Fig. 1: M3 wires
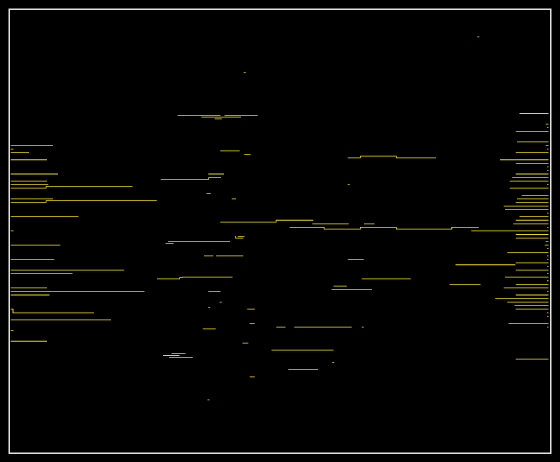
Fig. 2: sequential cells coloured by netlist name
Scale bar: 50 um.
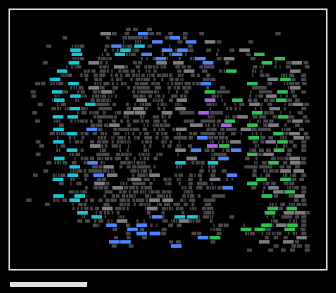
Fig. 3: logic cells by family
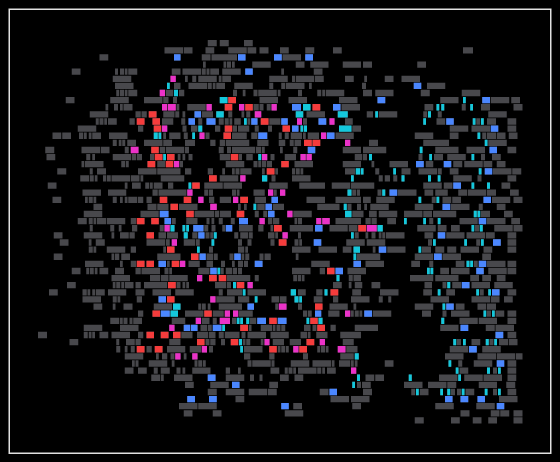
Fig. 4: the metal 2 layer
Scale bar: 50 um.
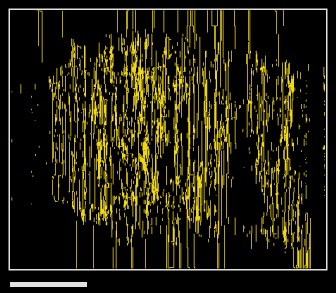
==> src/rtl/booth_mul_32_bit.sv <==
// Sequential radix-4 Booth multiplier (signed or unsigned) producing a 2*WIDTH-bit
// product as {hi, lo}. One Booth digit is retired per clock; the result appears
// N = WIDTH/2 clocks after the start edge with a one-cycle done pulse.
//
// Operands are extended to WIDTH+2 bits, so the Booth recoding of the multiplier
// needs N+1 digits. The topmost digit is 0 for signed operands and +A when an
// unsigned multiplier has its MSB set. The first digit is retired on the start edge
// itself, using the shared adder, which is otherwise idle in IDLE. The remaining N
// digits then fit in the N CALC edges, which keeps the latency fixed at N.
module booth_mul_32_bit #(
  parameter int WIDTH = 32
) (
  input  logic             clk,
  input  logic             reset,
  input  logic             start,
  input  logic             is_signed,
  input  logic [WIDTH-1:0] multiplicand,
  input  logic [WIDTH-1:0] multiplier,
  output logic [WIDTH-1:0] hi,
  output logic [WIDTH-1:0] lo,
  output logic             busy,
  output logic             done
);

  localparam int EW = WIDTH + 2;
  localparam int N  = WIDTH / 2;
  localparam int CW = (N > 1) ? $clog2(N) : 1;
  localparam logic [CW-1:0] LAST = CW'(N - 1);

  typedef enum logic {IDLE, CALC} state_t;

  state_t               state_q;
  logic signed [EW-1:0] a_q;
  logic signed [EW-1:0] acc_q;
  logic        [EW:0]   sh_q;
  logic        [CW-1:0] cnt_q;
  logic [WIDTH-1:0]     hi_q;
  logic [WIDTH-1:0]     lo_q;
  logic                 busy_q;
  logic                 done_q;

  logic signed [EW-1:0] a_ext;
  logic        [EW-1:0] b_ext;
  logic signed [EW-1:0] a_sel;
  logic signed [EW-1:0] acc_sel;
  logic        [EW:0]   sh_sel;
  logic signed [EW-1:0] addend;
  logic                 neg;
  logic signed [EW-1:0] sum;
  logic signed [EW-1:0] acc_d;
  logic        [EW:0]   sh_d;
  logic [WIDTH-1:0]     hi_d;
  logic [WIDTH-1:0]     lo_d;

  // Booth digit decode. Returns {negate, operand}, where operand is already
  // inverted for negative digits; the negate bit then acts as the adder carry-in,
  // so one adder serves both +/-A and +/-2A.
  function automatic logic [EW:0] booth_addend(input logic [2:0] bits,
                                               input logic [EW-1:0] a);
    logic [EW-1:0] mag;
    logic          ng;
    mag = '0;
    ng  = 1'b0;
    case (bits)
      3'b001, 3'b010: mag = a;
      3'b011:         mag = {a[EW-2:0], 1'b0};
      3'b100: begin
        mag = {a[EW-2:0], 1'b0};
        ng  = 1'b1;
      end
      3'b101, 3'b110: begin
        mag = a;
        ng  = 1'b1;
      end
      default:        mag = '0;
    endcase
    return {ng, (ng ? ~mag : mag)};
  endfunction

  // Shared datapath: select operands (fresh inputs in IDLE, latched state in CALC),
  // add one Booth digit and arithmetic-shift {acc, sh} right by two.
  always_comb begin
    a_ext = is_signed ? {{2{multiplicand[WIDTH-1]}}, multiplicand} : {2'b00, multiplicand};
    b_ext = is_signed ? {{2{multiplier[WIDTH-1]}}, multiplier} : {2'b00, multiplier};
    if (state_q == IDLE) begin
      a_sel   = a_ext;
      acc_sel = '0;
      sh_sel  = {b_ext, 1'b0};
    end else begin
      a_sel   = a_q;
      acc_sel = acc_q;
      sh_sel  = sh_q;
    end
    {neg, addend} = booth_addend(sh_sel[2:0], a_sel);
    sum   = acc_sel + addend + EW'(neg);
    acc_d = {{2{sum[EW-1]}}, sum[EW-1:2]};
    sh_d  = {sum[1:0], sh_sel[EW:2]};
    hi_d  = {acc_d[WIDTH-3:0], sh_d[EW:EW-1]};
    lo_d  = sh_d[WIDTH:1];
  end

  // Control FSM and datapath registers; the result is registered on the last digit.
  always_ff @(posedge clk) begin
    if (reset) begin
      state_q <= IDLE;
      a_q     <= '0;
      acc_q   <= '0;
      sh_q    <= '0;
      cnt_q   <= '0;
      hi_q    <= '0;
      lo_q    <= '0;
      busy_q  <= 1'b0;
      done_q  <= 1'b0;
    end else begin
      case (state_q)
        IDLE: begin
          done_q <= 1'b0;
          if (start) begin
            a_q     <= a_ext;
            acc_q   <= acc_d;
            sh_q    <= sh_d;
            cnt_q   <= '0;
            busy_q  <= 1'b1;
            state_q <= CALC;
          end
        end
        CALC: begin
          acc_q <= acc_d;
          sh_q  <= sh_d;
          cnt_q <= cnt_q + 1'b1;
          if (cnt_q == LAST) begin
            hi_q    <= hi_d;
            lo_q    <= lo_d;
            done_q  <= 1'b1;
            busy_q  <= 1'b0;
            state_q <= IDLE;
          end
        end
        default: state_q <= IDLE;
      endcase
    end
  end

  assign hi   = hi_q;
  assign lo   = lo_q;
  assign busy = busy_q;
  assign done = done_q;

endmodule
==> config.mk <==
export PLATFORM = sky130hd
export DESIGN_NAME = booth_mul_32_bit
export DESIGN_NICKNAME = d
export VERILOG_FILES = /design/src/rtl/booth_mul_32_bit.sv
export SDC_FILE = /design/constraint.sdc
export NUM_CORES = 1
export LEC_CHECK = 0
export CAP_MARGIN = 30
export CORE_ASPECT_RATIO = 0.8
export CORE_MARGIN = 10
export CORE_UTILIZATION = 33
export CTS_CLUSTER_SIZE = 10
export DETAILED_ROUTE_END_ITERATION = 8
export GPL_TIMING_DRIVEN = 0
export REMOVE_ABC_BUFFERS = 1
export SLEW_MARGIN = 30
export SYNTH_ARGS = -nofsm -noshare
export SYNTH_HDL_FRONTEND = slang
export SYNTH_SLANG_ARGS = --single-unit
==> constraint.sdc <==
create_clock -name clk -period 15.3 [get_ports clk]
set_input_delay 3.825 -clock clk [delete_from_list [all_inputs] [get_ports clk]]
set_output_delay 3.825 -clock clk [all_outputs]
set_load 0.05 [all_outputs]
==> results.json <==
{
  "buffer_ports.inserted": 133,
  "worst_skew_pair.late_latency_ns": 0.44,
  "hpwl_mm": 18.3,
  "avgViaCountPerCell": 5.10,
  "antenna_found_initial": 0,
  "antennaDiodeCount": 0,
  "inv_count": 14,
  "setup-violations-final": 0,
  "openroad.warnings": 28,
  "cts-resized-gates": 0,
  "clockBufferCount": 18,
  "most_utilized_layer_in_the_global_route_result": "met2",
  "signal_buffer_area_fraction_pct": 13.6,
  "cp_common_cell": "a211oi_1",
  "total_switching_power_uw": 405,
  "first_pass_iters": 5,
  "async_s_r_ff_share_synth_pct": 0,
  "drc_errors": 0,
  "fp-utilization_pct": 33.6,
  "num_io_pins": 134,
  "highest_layer": "met4",
  "global_route.overflow_total": 0,
  "switching_share_pct": 32.6,
  "synth-edff-count": 0,
  "met2_wirelength_mm": 11.3,
  "synth_stat.cells": 1099,
  "timing_worst_setup_path_type": "input pin to register",
  "synthCells": 1099,
  "clock_sink_count": 171,
  "timing.final.hold_violations": 0,
  "end_kind": "register",
  "syn_area_um2": 9170,
  "max-clock-path-buffers": 2,
  "post_cts.repair.setup_buffers": 0,
  "tightest_pin_transition_ns": 0.927,
  "power_report.internal_total_uw": 839,
  "ys_seq_share_pct": 37.3,
  "leakagePower_nw": 4.54,
  "fin_worst_hold_slack_ns": 0.451,
  "detailedRoute.firstIterationViolations": 457,
  "post_layout_period_usage_of_the_worst_path_pct": 52.4,
  "seq_power_share_pct": 39.2,
  "register_fraction_of_the_total_cell_area_pct": 29.8,
  "sequentialPower_uw": 488,
  "arrival_ns": 8.29,
  "pwr.group.clock_uw": 451,
  "clk_pin_slew_worst_paths_ns": 0.07,
  "place_congestion": 0.878,
  "track_usage_pct": 14.9,
  "yosys.cell_types.count": 66,
  "critical_path.cell_chain": "clkdlybuf4s50_1 > mux2i_1 > inv_1 > ha_1 > nor3_1 > or2_4 > o21ai_0 > fa_1 > a21oi_1 > o22ai_2 > o221ai_2 > a211oi_1 > o41a_1 > xnor2_1 > a211oi_1",
  "grt_util_met3_pct": 3.61,
  "run_status": "finished, final reports clean",
  "ys_seq_elements": 171,
  "dominant_power_group": "sequential cells",
  "layout.filler_cells": 2759,
  "grt_pass1_wl_mm": 41.8,
  "synth_simple_gate_area_share_pct": 17.3,
  "adder_share_pct": 5.27,
  "setup.worst_path.start_class": "input pin",
  "power.density_cell_area_nw_per_um2": 108,
  "clock_power_share_pct": 36.2,
  "clockNetworkAreaShare_pct": 5.33,
  "cts_hold_buffers": 0,
  "synth-compound-area-share_pct": 22.0,
  "rrSetupSlack_ns": 10.23,
  "grt_setup_unrepaired": "false",
  "m1WireLength_mm": 13.2,
  "root_buffer": "clkbuf_16",
  "synth.yosys.chip_area_um2": 9170,
  "count_of_final_max_slew_check_failures": 0,
  "crit_path_max_fanout": 36,
  "nNetsFinal": 1280,
  "synth.area.top_cells": "dfxtp_1 37%, mux2i_1 7.5%, a21oi_1 6.5%",
  "multiInputGateArea_um2": 5390,
  "synthDominantAreaCellType": "dfxtp_1",
  "synth.yosys.warnings": 0,
  "slew_headroom_pct": 38.2,
  "regArea_um2": 3430,
  "layout.sequential_cells": 171,
  "ir_drop_uv": 71.1,
  "die_width_um": 206,
  "cts_tree": "yes",
  "cpPeakStageDelay_ns": 0.59,
  "crit_path_top_delay_cell": "or2_4",
  "tapCellCount": 364,
  "clock_tree.htree_level_count": 4,
  "clock_period_minus_final_worst_setup_slack_ns": 8.02,
  "top_logic_kind": "AND-OR/OR-AND gates",
  "met1_usage_pct": 20.4,
  "row_count": 54,
  "totalNegativeSetupSlack_ns": 0,
  "postSynth.topFlopCell": "dfxtp_1",
  "wl_per_cell_um": 17.0,
  "grt_max_degree": 73,
  "fmax_mhz": 125,
  "critical-path-top-delay-family": "AND-OR/OR-AND gates",
  "n_all_buffers": 143,
  "finClkSkew_ns": 0.0157,
  "synth_top_area_share_pct": 37.3,
  "power.combinational.total_uw": 305
}
Notes on Fig. 1 above:
The longest straight run is 50.8 um. The wires run mostly horizontal. The layer holds 5.6% of the routed length.

Notes on Fig. 2 above:
Key: `cnt_q` = purple [placed flops 4]; `a_q` = cyan [placed flops 33]; `hi` = blue [placed flops 32]; `sh_q` = green [placed flops 35]

Notes on Fig. 3 above:
Key: NOR gates = cyan [cells 123]; AND-OR and OR-AND gates = blue [cells 82]; AND and OR gates = magenta [cells 53]; XOR/XNOR gates = red [cells 65]
post-route insts no fill: 1551
Top cell excl fill/tap: dfxtp_1
Comb area share: 46.9%

Notes on Fig. 4 above:
The wires run mostly vertical. 990 nets have wire on it. The layer carries 11300 um of wire.
vias post-DR: 7917
met2 Usage GRT: 22.8%
routed wire length: 26.3 mm

## synthesized netlist by cell type (3+ instances only)
library cell,n
a311o_1,4
nand3_1,22
o211ai_1,5
nand2b_1,6
nand4_1,8
xnor2_1,55
o21ai_1,4
mux2i_1,69
nor2b_1,4
o22ai_1,32
a22o_1,50
a21o_1,14
inv_1,14
ha_1,37
a31oi_1,3
a21oi_1,119
xor2_1,10
o21ai_0,29
and2_1,35
buf_1,16
a211oi_1,9
clkbuf_1,67
o21a_1,5
nor4b_1,6
nor2_1,101
nand2_1,135
nor3_1,10
o31ai_1,3
and3_1,6
dfxtp_1,171
o21bai_1,5
## cell usage in the layout (no fill, tap or decap), types with 6 or more instances in the layout
cell type,instances
dfxtp_1,170
nand2_1,135
clkdlybuf4s50_1,131
a21oi_1,119
nor2_1,100
mux2i_1,68
xnor2_1,55
a22o_1,50
ha_1,36
and2_1,34
o22ai_1,32
o21ai_0,29
nand3_1,22
clkbuf_16,17
inv_1,14
a21o_1,14
nor3_1,10
xor2_1,10
a211oi_1,9
nand4_1,8
and3_1,6
nor4b_1,6
## registers in the layout, summed over array words and instances (netlist names)
register	flops
lo	32
a_q	33
sh_q	35
acc_q	32
cnt_q	4
state_q	1
done	1
busy	1
hi	32
## per-stage QoR
stage / utilization, % / cells / cell area (um2) / power, mW
after floorplan: - / 1012 / 8830 / 0.706
after global placement: 38.9 / 1509 / 10600 / 0.795
after detailed placement: 39.9 / 1519 / 10900 / 0.801
after CTS: 42.1 / 1551 / 11500 / 1.26
after global routing: 42.1 / 1551 / 11500 / 1.31
final: 42.1 / 1551 / 11500 / 1.24
## final timing paths
kind	startpoint	end	depth (start not counted)
setup / recovery	multiplier[0]	acc_q[14]	15
hold / removal	done	done	2
setup reg to reg	state_q	acc_q[14]	14
hold reg to reg	done	done	2
No activity file was given, so power comes from the tool's default toggle rates.
